<file path="config.mk">
export PLATFORM = sky130hd
export DESIGN_NAME = vend_dispense_sched
export DESIGN_NICKNAME = d
export VERILOG_FILES = /design/src/rtl/vend_dispense_sched.sv
export SDC_FILE = /design/constraint.sdc
export NUM_CORES = 1
export LEC_CHECK = 0
export CORE_ASPECT_RATIO = 0.8
export CORE_MARGIN = 4
export CORE_UTILIZATION = 45
export DETAILED_ROUTE_END_ITERATION = 8
export PLACE_DENSITY = 0.75
export RECOVER_POWER = 100
export SLEW_MARGIN = 20
export SYNTH_ARGS = -nofsm -noshare
export SYNTH_HDL_FRONTEND = slang
export SYNTH_SLANG_ARGS = --single-unit
</file>
<file path="constraint.sdc">
create_clock -name clk -period 6.95 [get_ports clk]
set_clock_uncertainty 0.2 [all_clocks]
set_input_delay 0.695 -clock clk [delete_from_list [all_inputs] [get_ports clk]]
set_output_delay 0.695 -clock clk [all_outputs]
set_load 0.005 [all_outputs]
</file>
<file path="src/rtl/vend_dispense_sched.sv">
// Purpose : shares one dispense motor and one change hopper among NREQ vending
//           front-ends; round-robin pick, dispense goods, then pay change coin by coin.
// Latency : grant (and motor_en when goods!=0) one cycle after req is seen in IDLE;
//           done/err pulse one cycle after the last mechanism handshake or timeout.
// Backpr. : requesters hold req until their done pulse; the mechanisms throttle the
//           sequence through motor_done / coin_ack, bounded by a TMO_CYC-cycle timeout.
//
// Ports
//   clk, rstn          clock (posedge) and synchronous active-low reset
//   i_req              per-requester pending flag, held until o_done[i]
//   i_goods_flat       2-bit goods id per requester (0 = refund only)
//   i_change_flat      3-bit coin count per requester
//   i_motor_done       dispense mechanism finished (level or pulse)
//   i_coin_ack         hopper confirms one coin ejected
//   o_grant            one-hot requester being served, 0 when idle
//   o_done / o_err     one-cycle completion pulse / fault flag with it
//   o_motor_en/_sel    dispense motor drive and goods id
//   o_coin_pulse       one-cycle eject-one-coin strobe
//   o_busy             high in every state except IDLE
module vend_dispense_sched #(
    parameter int NREQ    = 4,
    parameter int TMO_CYC = 60
) (
    input  logic                 clk,
    input  logic                 rstn,
    input  logic [NREQ-1:0]      i_req,
    input  logic [2*NREQ-1:0]    i_goods_flat,
    input  logic [3*NREQ-1:0]    i_change_flat,
    input  logic                 i_motor_done,
    input  logic                 i_coin_ack,
    output logic [NREQ-1:0]      o_grant,
    output logic [NREQ-1:0]      o_done,
    output logic                 o_err,
    output logic                 o_motor_en,
    output logic [1:0]           o_motor_sel,
    output logic                 o_coin_pulse,
    output logic                 o_busy
);

    localparam int PW = (NREQ > 1) ? $clog2(NREQ) : 1;
    localparam int TW = $clog2(TMO_CYC) + 1;

    localparam logic [TW-1:0] TMO_LAST = TW'(TMO_CYC - 1);
    localparam logic [TW-1:0] TMO_ONE  = TW'(1);
    localparam logic [PW:0]   NREQ_W   = (PW+1)'(NREQ);
    localparam logic [PW-1:0] PTR_LAST = PW'(NREQ - 1);
    localparam logic [PW-1:0] PTR_ONE  = PW'(1);

    typedef enum logic [2:0] {
        S_IDLE      = 3'd0,
        S_DISP      = 3'd1,
        S_PAY_PULSE = 3'd2,
        S_PAY_WAIT  = 3'd3,
        S_FIN       = 3'd4
    } state_t;

    // ------------------------------------------------------------------
    // Registers
    // ------------------------------------------------------------------
    state_t             r_state;
    logic [PW-1:0]      r_ptr;
    logic [TW-1:0]      r_tmo;
    logic [1:0]         r_goods;
    logic [2:0]         r_coins;
    logic [NREQ-1:0]    r_grant;
    logic [NREQ-1:0]    r_done;
    logic               r_err;
    logic               r_motor_en;
    logic [1:0]         r_motor_sel;
    logic               r_coin_pulse;
    logic               r_busy;

    // ------------------------------------------------------------------
    // Combinational
    // ------------------------------------------------------------------
    state_t             w_state_nxt;
    logic               w_pick_vld;
    logic [PW-1:0]      w_pick_idx;
    logic [PW-1:0]      w_cand;
    logic [PW:0]        w_sum;
    logic [NREQ-1:0]    w_pick_oh;
    logic [1:0]         w_pick_goods;
    logic [2:0]         w_pick_coins;
    logic [PW-1:0]      w_ptr_nxt;
    logic [2:0]         w_coins_dec;
    logic               w_tmo_hit;
    logic               w_fault;

    // Round-robin search: candidates ptr, ptr+1, ... wrapped modulo NREQ
    // (NREQ need not be a power of two, so the wrap is an explicit subtract).
    always_comb begin
        w_pick_vld = 1'b0;
        w_pick_idx = '0;
        w_cand     = '0;
        w_sum      = '0;
        for (int k = 0; k < NREQ; k++) begin
            w_sum = {1'b0, r_ptr} + (PW+1)'(k);
            if (w_sum >= NREQ_W) begin
                w_sum = w_sum - NREQ_W;
            end
            w_cand = w_sum[PW-1:0];
            if (!w_pick_vld && i_req[w_cand]) begin
                w_pick_vld = 1'b1;
                w_pick_idx = w_cand;
            end
        end
    end

    // Winner decode: one-hot grant plus its goods / change fields.
    always_comb begin
        w_pick_oh    = '0;
        w_pick_goods = 2'd0;
        w_pick_coins = 3'd0;
        for (int k = 0; k < NREQ; k++) begin
            if (w_pick_idx == PW'(k)) begin
                w_pick_oh[k] = w_pick_vld;
                w_pick_goods = i_goods_flat[2*k +: 2];
                w_pick_coins = i_change_flat[3*k +: 3];
            end
        end
    end

    assign w_ptr_nxt = (w_pick_idx == PTR_LAST) ? '0 : (w_pick_idx + PTR_ONE);

    // Next-state logic. A mechanism handshake arriving on the timeout cycle
    // is treated as success: the handshake is tested before the timeout.
    always_comb begin
        w_state_nxt = r_state;
        w_fault     = 1'b0;
        w_tmo_hit   = (r_tmo == TMO_LAST);
        w_coins_dec = r_coins - 3'd1;
        case (r_state)
            S_IDLE: begin
                if (w_pick_vld) begin
                    if (w_pick_goods != 2'd0) begin
                        w_state_nxt = S_DISP;
                    end else if (w_pick_coins != 3'd0) begin
                        w_state_nxt = S_PAY_PULSE;
                    end else begin
                        w_state_nxt = S_FIN;
                    end
                end
            end
            S_DISP: begin
                if (i_motor_done) begin
                    w_state_nxt = (r_coins != 3'd0) ? S_PAY_PULSE : S_FIN;
                end else if (w_tmo_hit) begin
                    // Dispense failed: change is deliberately not paid.
                    w_state_nxt = S_FIN;
                    w_fault     = 1'b1;
                end
            end
            S_PAY_PULSE: begin
                w_state_nxt = S_PAY_WAIT;
            end
            S_PAY_WAIT: begin
                if (i_coin_ack) begin
                    w_state_nxt = (w_coins_dec == 3'd0) ? S_FIN : S_PAY_PULSE;
                end else if (w_tmo_hit) begin
                    w_state_nxt = S_FIN;
                    w_fault     = 1'b1;
                end
            end
            S_FIN: begin
                w_state_nxt = S_IDLE;
            end
            default: begin
                w_state_nxt = S_IDLE;
            end
        endcase
    end

    // ------------------------------------------------------------------
    // State register
    // ------------------------------------------------------------------
    always_ff @(posedge clk) begin
        if (!rstn) begin
            r_state <= S_IDLE;
        end else begin
            r_state <= w_state_nxt;
        end
    end

    // ------------------------------------------------------------------
    // Datapath and registered outputs. Outputs are computed from the next
    // state so that they line up with the state they describe.
    // ------------------------------------------------------------------
    always_ff @(posedge clk) begin
        if (!rstn) begin
            r_ptr        <= '0;
            r_tmo        <= '0;
            r_goods      <= 2'd0;
            r_coins      <= 3'd0;
            r_grant      <= '0;
            r_done       <= '0;
            r_err        <= 1'b0;
            r_motor_en   <= 1'b0;
            r_motor_sel  <= 2'd0;
            r_coin_pulse <= 1'b0;
            r_busy       <= 1'b0;
        end else begin
            // Timeout counter restarts on every state entry and idles at 0.
            if ((w_state_nxt != r_state) || (r_state == S_IDLE)) begin
                r_tmo <= '0;
            end else begin
                r_tmo <= r_tmo + TMO_ONE;
            end

            // Transaction fields are latched once at arbitration, so later
            // changes on the request inputs cannot disturb the service.
            if ((r_state == S_IDLE) && w_pick_vld) begin
                r_goods <= w_pick_goods;
                r_coins <= w_pick_coins;
                r_ptr   <= w_ptr_nxt;
            end else if ((r_state == S_PAY_WAIT) && i_coin_ack) begin
                r_coins <= w_coins_dec;
            end

            // Grant stays up through FIN (overlapping done) and drops on
            // the return to IDLE; it doubles as the winner record.
            if (w_state_nxt == S_IDLE) begin
                r_grant <= '0;
            end else if (r_state == S_IDLE) begin
                r_grant <= w_pick_oh;
            end

            if (w_state_nxt == S_FIN) begin
                r_done <= (r_state == S_IDLE) ? w_pick_oh : r_grant;
            end else begin
                r_done <= '0;
            end
            r_err <= w_fault;

            r_motor_en <= (w_state_nxt == S_DISP);
            if (w_state_nxt == S_DISP) begin
                r_motor_sel <= (r_state == S_IDLE) ? w_pick_goods : r_goods;
            end else begin
                r_motor_sel <= 2'd0;
            end

            r_coin_pulse <= (w_state_nxt == S_PAY_PULSE);
            r_busy       <= (w_state_nxt != S_IDLE);
        end
    end

    assign o_grant      = r_grant;
    assign o_done       = r_done;
    assign o_err        = r_err;
    assign o_motor_en   = r_motor_en;
    assign o_motor_sel  = r_motor_sel;
    assign o_coin_pulse = r_coin_pulse;
    assign o_busy       = r_busy;

endmodule
</file>
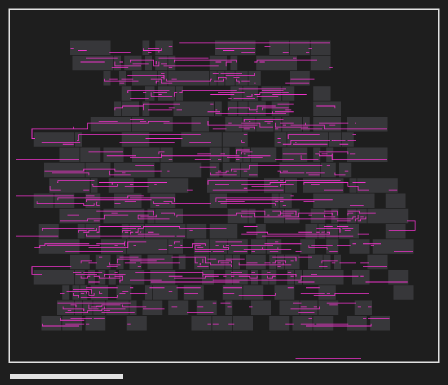
Figure 1: run 1, signal wires on met1.
The bar under the picture is 20 um long.
The wires run mostly horizontal. The layer holds 47% of the routed length. The longest straight run is 26.7 um.
grt met1 use: 0.215
Vias: 1441

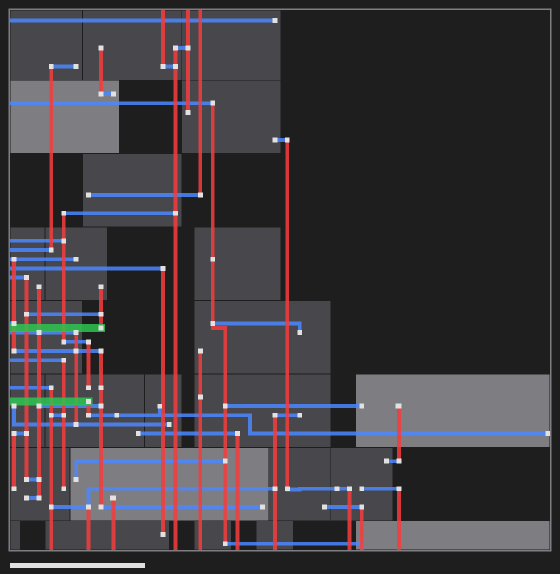
Figure 2: run 1, zoomed window.
The bar under the picture is 5 um long. Region (47, 37) to (67, 57) um. Cells in grey, sequential cells in the stronger grey; small squares are vias.
met3: drawn in green. met1: drawn in blue. met2: drawn in red.
Sequential cells in the window: 3. 19 logic cells have their middle in the window. Most frequent: dlygate4sd3_1 (3), dfxtp_1 (3). Netlist names of flops here include `r_state` (2), `o_err` (1).

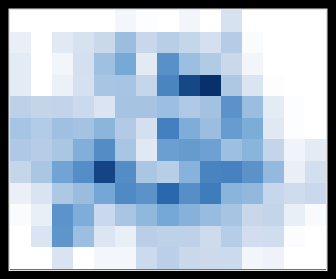
Figure 3: run 1, signal metal coverage by tile.
15 x 12 tiles, from white (low) to dark blue (high), scaled to the fullest tile. Values are wire area over tile area, all layers added.
16% of the tiles are over half the peak. The emptiest ninth of the die: upper right. 20% of the tiles are nearly empty. The mean over all tiles is 0.12. The fullest tile reaches 0.46.
Routed wire per std cell: 13.8 um
Post-Route WL: 3.72 mm
Overall Global Routing Usage: 0.159

==> results.toml, run 1 <==
# implementation run metrics
[floorplan]
core_mm2 = 0.00349
fp.dieH_um = 62.5
ios = 42
die_area_mm2 = 0.00475
fp_util = 0.477
rows = 19
fp.dieW_um = 76.1

[setup_path]
worstSetupPathType = "input pin to flop"
startpoint_type = "input pin"
cp_slowest_cell = "or4_1"
worstPathMaxFanout = 11
crit_buf_inv = 1
worstPathRequired_ns = 6.90
ff2ff_setup_slack_ns = 3.52
path_delay_family = "simple AND/OR/NAND/NOR gates"
crit_path_end_kind = "flop"
crit_chain = "dlygate4sd3_1, or4_1, and2_0, ha_1, nand3b_1, a221oi_1, a21oi_1, a41oi_1, nor3b_2"
arrival_ns = 3.91
max_stage_delay_ns = 0.66

[clock_network]
clkTransAtPathRegs_ns = 0.07
cts_buffers = 5
clkSinkCount = 31
post_cts_buffers = 0
htreeDepth = 2
ctsRootBufferMaster = "clkbuf_8"
post_cts_resize_count = 0
clock_path_buffers = 2
cts_hold_buf = 0
clk_latency_ns = 0.28
cts_tree = "built"

[final_timing]
hold_viol = 0
post-route-min-period_ns = 3.96
max_slew.worst_pin.slew_ns = 1.13
slew_viol_final = 0
setup_viol_count_final = 0
fmax_ghz = 0.252
maxSlewHeadroom = 0.238
tns_ns = 0
finalClockPeriodUsage = 0.570
rsz0062_at_grt = "no"

[pwr]
power_leakage_nw = 0.884
cellPowerDensity_mw_per_mm2 = 382
vdd_ir_drop_max_mv = 0.189

[synth]
syn-num-nets = 219
ys_types = 50
ys_seq_share = 0.372
edf_count = 0
top_area_frac = 0.372
ys.flop_type = "dfxtp_1"
syn_inst = 183
yosysChipArea_mm2 = 0.00167
avgSynthCellArea_um2 = 9.11
top_cells_by_area = "dfxtp_1, ha_1, nand2_1, nor2_1, nor3b_2"
postSynth.asyncResetShare = 0
yosys_cells = 183
ys.flops = 31
yosysTopAreaCell = "dfxtp_1"
yosys_warnings = 0
syn_area_mm2 = 0.00167

[layout]
final_area_mm2 = 0.00217
layout-drive-gt1-share = 0.0749
antenna_cells = 0
lay_top_cells = "dfxtp_1, clkdlybuf4s50_1, nand2_1"
layout_top_cell = "dfxtp_1"
syn2layout_area_growth_pct = 29.9
layout.nets = 262

[drt]
remaining_drc_errors = 0
ant_nets = 0
drt-pass1-iter-count = 4
vias_per_cell = 5.36
drt_iter0_markers = 89

[placement]
placement.io_buffers = 41
hpwl_mm = 2.86
postPlaceCellArea_mm2 = 0.00209
gp_congestion = 0.838

[outcome]
status = "finished clean"

[flow_run]
drv_cap = 0
warnings = 30

[global_routing]
grt_pass1_wl_mm = 6.25
overflow = 0
grt_pass1_vias = 1372
antenna_found_initial = 0
grt_max_degree = 20

[hold_path]
min_path_type = "flop to flop"
run 1: final cells by class:
| class | count | area, um2 |
|---|---|---|
| fillers | 313 | 1330 |
| multi-input cells | 132 | 913 |
| flip-flops and latches | 31 | 621 |
| repair buffers | 41 | 410 |
| clock buffers | 5 | 68.8 |
| inverters | 15 | 56.3 |
| well taps | 42 | 52.6 |
| clock inverters | 3 | 43.8 |
run 1: routing by layer:
layer / GRT usage / up-vias / part of all wire
met4: 0.0568 / 0 / 0.0086
met3: 0.0562 / 2 / 0.053
li1: - / 739 / -
met2: 0.235 / 26 / 0.47
met5: 0 / - / 0
met1: 0.215 / 674 / 0.47
run 1: report_power, final:
group          internal [mW]  switching [mW]
combinational          0.176           0.223
clock                  0.107          0.0702
sequential             0.222          0.0291
total                  0.505           0.323
run 1: kinds of logic after synthesis:
| group | Yosys count | share of synthesized area |
|---|---|---|
| fa+ha+maj | 8 | 0.0600 |
| compound gates | 40 | 0.208 |
| buf+inv | 20 | 0.0555 |
| flops | 31 | 0.372 |
| xor+xnor | 6 | 0.0315 |
| simple gates | 75 | 0.254 |
| mux | 3 | 0.0188 |
run 1: worst paths after layout:
path              start          to  depth (start not counted)
max            i_req[0]   o_done[3]                          9
min reg2reg  r_goods[0]  r_goods[0]                          2
min          r_goods[0]  r_goods[0]                          2
max reg2reg    r_ptr[1]   o_done[3]                          9
run 1: worst min-delay path, cell delays in order (launching register included):
cell and delay, ns:
dfxtp_1 0.31, nand2_1 0.05, a21boi_1 0.05
run 1: synth_stat cells (2+ instances only):
| cell | count |
|---|---|
| nor3_1 | 3 |
| nand3_1 | 4 |
| inv_1 | 13 |
| a21oi_1 | 4 |
| dfxtp_1 | 31 |
| nand2b_1 | 2 |
| o211ai_1 | 5 |
| a22oi_1 | 4 |
| or3_1 | 3 |
| ha_1 | 8 |
| xor2_1 | 2 |
| a221oi_1 | 2 |
| xnor2_1 | 4 |
| a31oi_1 | 3 |
| mux2i_1 | 2 |
| a211oi_1 | 2 |
| nor3b_2 | 4 |
| nor2b_1 | 5 |
| nor2_1 | 17 |
| and3_1 | 2 |
| nand2_1 | 22 |
| a21boi_1 | 3 |
| o211a_1 | 2 |
| o22a_1 | 5 |
| buf_2 | 2 |
| and2_1 | 3 |
| buf_6 | 2 |
| inv_2 | 2 |
run 1: sequential cells by signal (all words and copies together), names as in the netlist:
name / cells
o_busy: 1
o_coin_pulse: 1
o_done: 4
o_err: 1
o_grant: 4
o_motor_en: 1
o_motor_sel: 2
r_coins: 3
r_goods: 2
r_ptr: 2
r_state: 3
r_tmo: 7
run 1: per-stage QoR:
step           utilization  power [mW]  instances  hold slack, ns  setup WS [ns]
6_report             0.620       0.828        269           0.255           2.99
5_1_grt              0.620       0.898        269           0.268           2.78
4_1_cts              0.632       0.864        269           0.254           3.42
3_5_place_dp         0.599       0.685        261           0.238           3.11
3_3_place_gp         0.599       0.684        261           0.231           3.22
2_1_floorplan            -       0.577        183           0.218           3.83
Figure 4. Metal layers overlaid (run 1).
The bar under the picture is 20 um long. Two of the layers only.
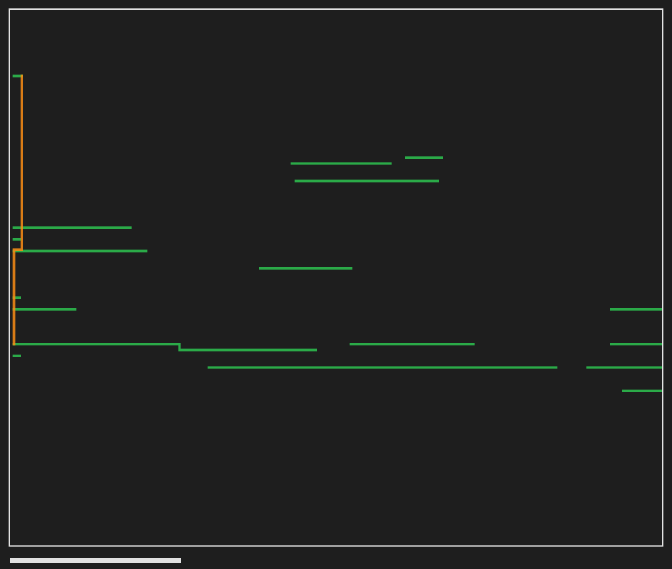

==> inputs of run 2 (changes only) <==
CORE_UTILIZATION = 44   (was 45)
PLACE_DENSITY = 0.77   (was 0.75)
clock period = 3.2 ns   (was 6.95 ns; I/O delays follow)
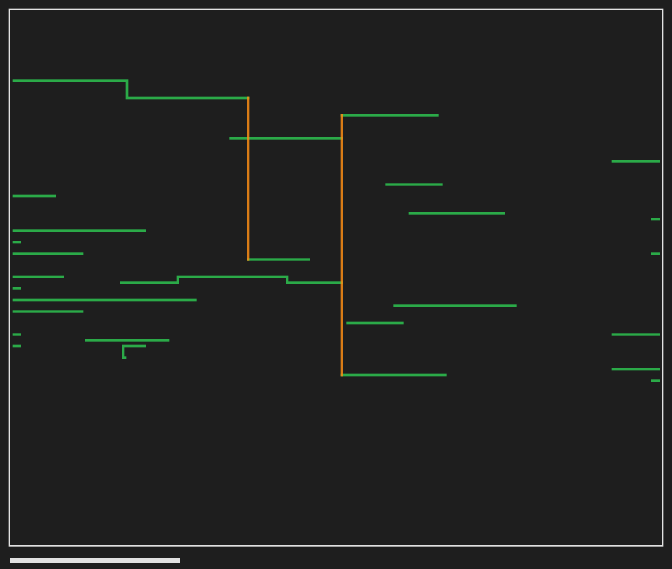
Figure 5: run 2, metal layers overlaid.
The bar under the picture is 20 um long. Two of the layers only.
met3: drawn in green, wire length 237 um. met4: drawn in orange, wire length 49.6 um.

==> results.toml, run 2 <==
# implementation run metrics
[clock_network]
clkSinkCount = 31
htreeDepth = 2
cts_tree = "built"
cts_buffers = 5

[synth]
syn-num-nets = 219
syn_inst = 183
postSynth.asyncResetShare = 0
edf_count = 0
top_cells_by_area = "dfxtp_1, ha_1, nand2_1, nor2_1, nor3b_2"
synthTopCellsByCount = "dfxtp_1, nand2_1, nor2_1, inv_1, ha_1"
top_logic_kind = "simple AND/OR/NAND/NOR gates"
top_area_frac = 0.372
aoi_share = 0.208
ys_sh_simple = 0.254
ys_types = 50
most_common_cell = "dfxtp_1"
yosysChipArea_mm2 = 0.00167
xor_share = 0.0315
yosys_cells = 183
avgSynthCellArea_um2 = 9.11
yosys_warnings = 0

[drt]
drt_iter0_markers = 64
vias_per_cell = 5.31
remaining_drc_errors = 0
wl_per_cell_um = 14.8
drt-pass1-iter-count = 4

[setup_path]
crit_chain = "clkdlybuf4s50_1, or4_1, and2_4, ha_1, nand2b_1, o22a_1, a22oi_2, a31oi_1, nor4bb_1"
worstPathRequired_ns = 3.19
crit_path_end_kind = "flop"
cp_slowest_cell = "or4_1"
crit_path_start = "i_req[1]"
worstSetupPathType = "input pin to flop"
ff2ff_setup_slack_ns = 0.19
r2r-end = "o_coin_pulse"
r2r-start = "r_ptr[1]"

[layout]
final_core_util = 0.640
largest_reg_flops = 7
layout.nets = 273
layout-drive-gt1-share = 0.130
layout_top_cell = "dfxtp_1"
syn2layout_area_growth_pct = 35.9

[global_routing]
grt_pass1_vias = 1379
track_usage = 0.179
antenna_found_initial = 0

[final_timing]
fmax_ghz = 0.329
hold_viol = 0
finalClockPeriodUsage = 0.950
maxSlewHeadroom = 0.233
setup_viol_count_final = 0
rsz0062_at_grt = "no"

[pwr]
comb_power_share = 0.538
switchingPower_uw = 763
pwr-share-clk = 0.178
p_int_mw = 1.17
totalPowerFinal_mw = 1.93
seq_power_share = 0.285
power_leakage_nw = 0.934

[hold_path]
min_path_type = "flop to flop"

[floorplan]
fp_util = 0.471
core_mm2 = 0.00354

[flow_run]
drv_cap = 0
warnings = 30

[outcome]
status = "finished clean"

[placement]
placement.io_buffers = 41
run 2: cell counts after synthesis:
No cell type changed its count.
run 2: worst min path at each step:
| stage | startpoint | end | slack, ns | cells after the start |
|---|---|---|---|---|
| after floorplan | r_tmo[0] | r_tmo[0] | 0.22 | 1 |
| after global placement | r_tmo[0] | r_tmo[0] | 0.23 | 1 |
| after detailed placement | r_tmo[0] | r_tmo[0] | 0.24 | 1 |
| after CTS | r_goods[0] | r_goods[0] | 0.25 | 2 |
| after global routing | r_tmo[0] | r_tmo[0] | 0.28 | 1 |
| final | r_goods[0] | r_goods[0] | 0.25 | 2 |
run 2: cell type report:
class | instances | area (um2) | share of cell area
inverter | 15 | 56.3 | 0.0248
tap | 42 | 52.6 | 0.0232
sequential | 31 | 621 | 0.274
clock buffer | 8 | 100 | 0.0442
multi-input combinational | 132 | 948 | 0.418
timing repair buffer | 52 | 489 | 0.216
run 2: what timing repair did:
action / CTS / global route
resized: 0 / 3
hold buffers: 0 / 0
setup endpoints to repair: 0 / 6
run 2: kinds of logic after synthesis:
group / Yosys count
AND/OR/NAND/NOR: 75
AND-OR/OR-AND: 40
flip-flops: 31
buffers and inverters: 20
adder cells (fa/ha/maj): 8
XOR/XNOR: 6
multiplexers: 3
run 2: stage by stage:
stage          hold slack (ns)  setup WS, ns  instance area [um2]  setup TNS, ns  std cells
4_1_cts                  0.253        0.0918                 2280              0        280
3_5_place_dp             0.241        -0.188                 2180          -1.42        272
5_1_grt                  0.279        0.0193                 2270              0        280
2_1_floorplan            0.218         0.439                 1670              0        183
6_report                 0.253         0.160                 2270              0        280
3_3_place_gp             0.231       -0.0354                 2180         -0.162        272
run 2: metal layers:
layer	global-route usage	up-vias	share of wire
met4	0.0543	0	0.012
met1	0.247	684	0.50
met3	0.0741	6	0.057
met5	0	-	0
li1	-	760	-
met2	0.252	37	0.43
run 2: power by group through the flow:
| stage | Sequential [mW] | Combinational (mW) | Clock, mW |
|---|---|---|---|
| global route | 0.560 | 1.15 | 0.374 |
| detailed placement | 0.559 | 1.04 | 0 |
| CTS | 0.553 | 1.04 | 0.350 |
| finish | 0.549 | 1.04 | 0.343 |
| global placement | 0.558 | 1.02 | 0 |
| floorplan | 0.547 | 0.706 | 0 |
run 2: worst reg2reg max path, cell delays in order (launching register included):
cell      delay, ns
dfxtp_1        0.43
mux2_2         0.37
a221oi_2       0.29
and2_4         0.20
inv_2          0.04
ha_1           0.26
nor3b_1        0.17
a221oi_1       0.23
clkbuf_4       0.20
a221o_1        0.11
a31oi_1        0.10
nor4bb_1       0.31
Figure 6. Track usage over the die (run 2).
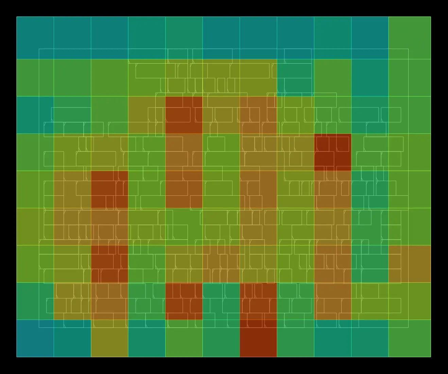

==> inputs of run 3 (changes only) <==
REMOVE_ABC_BUFFERS = 1   (was unset)
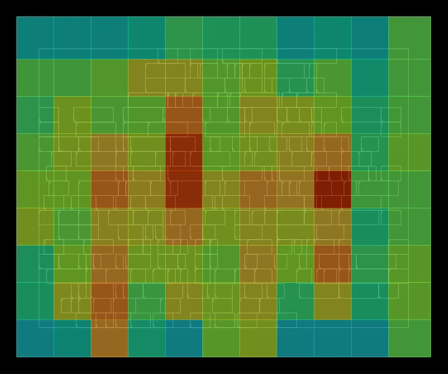
Figure 7: run 3, track usage over the die.
met2 usage: 0.234
grt met1 use: 0.217

==> results.toml, run 3 <==
# implementation run metrics
[final_timing]
finalClockPeriodUsage = 0.951
holdWs_ns = 0.247
fmax_ghz = 0.329
slew_viol_final = 0
post-route-min-period_ns = 3.04
setup_viol_count_final = 0

[clock_network]
clk_latency_ns = 0.28
post_cts_resize_count = 0
post_cts_buffers = 0
cts_tree = "built"
clkSinkCount = 31
clock_path_buffers = 2
clkTransAtPathRegs_ns = 0.06

[hold_path]
min_path_type = "flop to flop"
holdPathEnd = "r_tmo[0]"
hold_depth = 1

[placement]
dpl.cell_count = 268
postPlaceCellArea_mm2 = 0.00215
gp_congestion = 0.785
placement.io_buffers = 41

[synth]
ys.flops = 31
top_cells_by_area = "dfxtp_1, ha_1, nand2_1, nor2_1, nor3b_2"
top_area_frac = 0.372
avgSynthCellArea_um2 = 9.11
postSynth.asyncResetShare = 0
yosys_cells = 183
ys_seq_share = 0.372
yosys_warnings = 0
edf_count = 0
ys.flop_type = "dfxtp_1"

[layout]
final_area_mm2 = 0.00228
nFillCells = 287
syn2layout_area_growth_pct = 36.5
layout_top_cell = "dfxtp_1"
largest_reg_flops = 7
layout-drive-gt1-share = 0.137
layout.nets = 269

[setup_path]
cp_slowest_cell = "or4_4"
worstSetupPathType = "input pin to flop"
max_stage_delay_ns = 0.56
crit_path_end_kind = "flop"
worstPathMaxFanout = 7
rr_worst_depth = 9

[drt]
ant_nets = 0
drt-pass1-iter-count = 4
drt_iter0_markers = 74
drt_wl_total_mm = 3.83
vias = 1451
wl_per_cell_um = 13.9

[floorplan]
die_area_mm2 = 0.00485
fp_util = 0.471
core_mm2 = 0.00354

[global_routing]
grt_max_degree = 20
grt_pass1_wl_mm = 6.22
overflow = 0
grt_pass1_vias = 1356

[pwr]
totalPowerFinal_mw = 1.95
power_leakage_nw = 0.932
vdd_ir_drop_max_mv = 0.385

[outcome]
status = "finished clean"

[flow_run]
warnings = 29
-- run 3: cell counts after synthesis --
Identical to the previous run, type by type.
-- run 3: worst max-delay path by stage --
stage | to | cells past startpoint
2_1_floorplan | o_done[0] | 9
4_1_cts | o_coin_pulse | 11
5_1_grt | o_coin_pulse | 10
3_5_place_dp | o_coin_pulse | 11
3_3_place_gp | o_coin_pulse | 11
6_report | o_coin_pulse | 9
-- run 3: area by class of cell --
class / instances / area (um2) / area share
Multi-Input combinational cell: 132 / 966 / 0.424
Sequential cell: 31 / 621 / 0.273
Timing Repair Buffer: 48 / 463 / 0.203
Clock buffer: 6 / 82.6 / 0.0363
Inverter: 15 / 56.3 / 0.0247
Tap cell: 42 / 52.6 / 0.0231
Clock inverter: 2 / 35.0 / 0.0154
-- run 3: metal layers --
metal / GRT usage / up-vias / routed length, um
met1: 0.217 / 646 / 1940
met3: 0.0655 / 9 / 212
met2: 0.234 / 41 / 1600
met5: 0 / - / 0
met4: 0.0656 / 0 / 78
li1: - / 755 / -
-- run 3: critical path: cells and delay by family --
kind	cells	cell delay (ns)
simple gates	4	1.25
compound gates	3	0.72
buf+inv	1	0.46
fa+ha+maj	1	0.29
-- run 3: through the flow --
step           utilization  TNS [ns]
6_report             0.643         0
5_1_grt              0.643   -0.0253
4_1_cts              0.639         0
3_5_place_dp         0.606     -1.22
3_3_place_gp         0.606     -1.04
2_1_floorplan            -         0
-- run 3: cells by family after synthesis --
group | Yosys count | synth area share
flip-flops | 31 | 0.372
XOR/XNOR | 6 | 0.0315
buffers and inverters | 20 | 0.0555
AND/OR/NAND/NOR | 75 | 0.254
multiplexers | 3 | 0.0188
adder cells (fa/ha/maj) | 8 | 0.0600
AND-OR/OR-AND | 40 | 0.208
-- run 3: where the power goes --
group	internal (mW)	switching, mW
Combinational	0.460	0.539
Clock	0.252	0.146
Sequential	0.482	0.0663
No activity file was given, so power comes from the tool's default toggle rates.
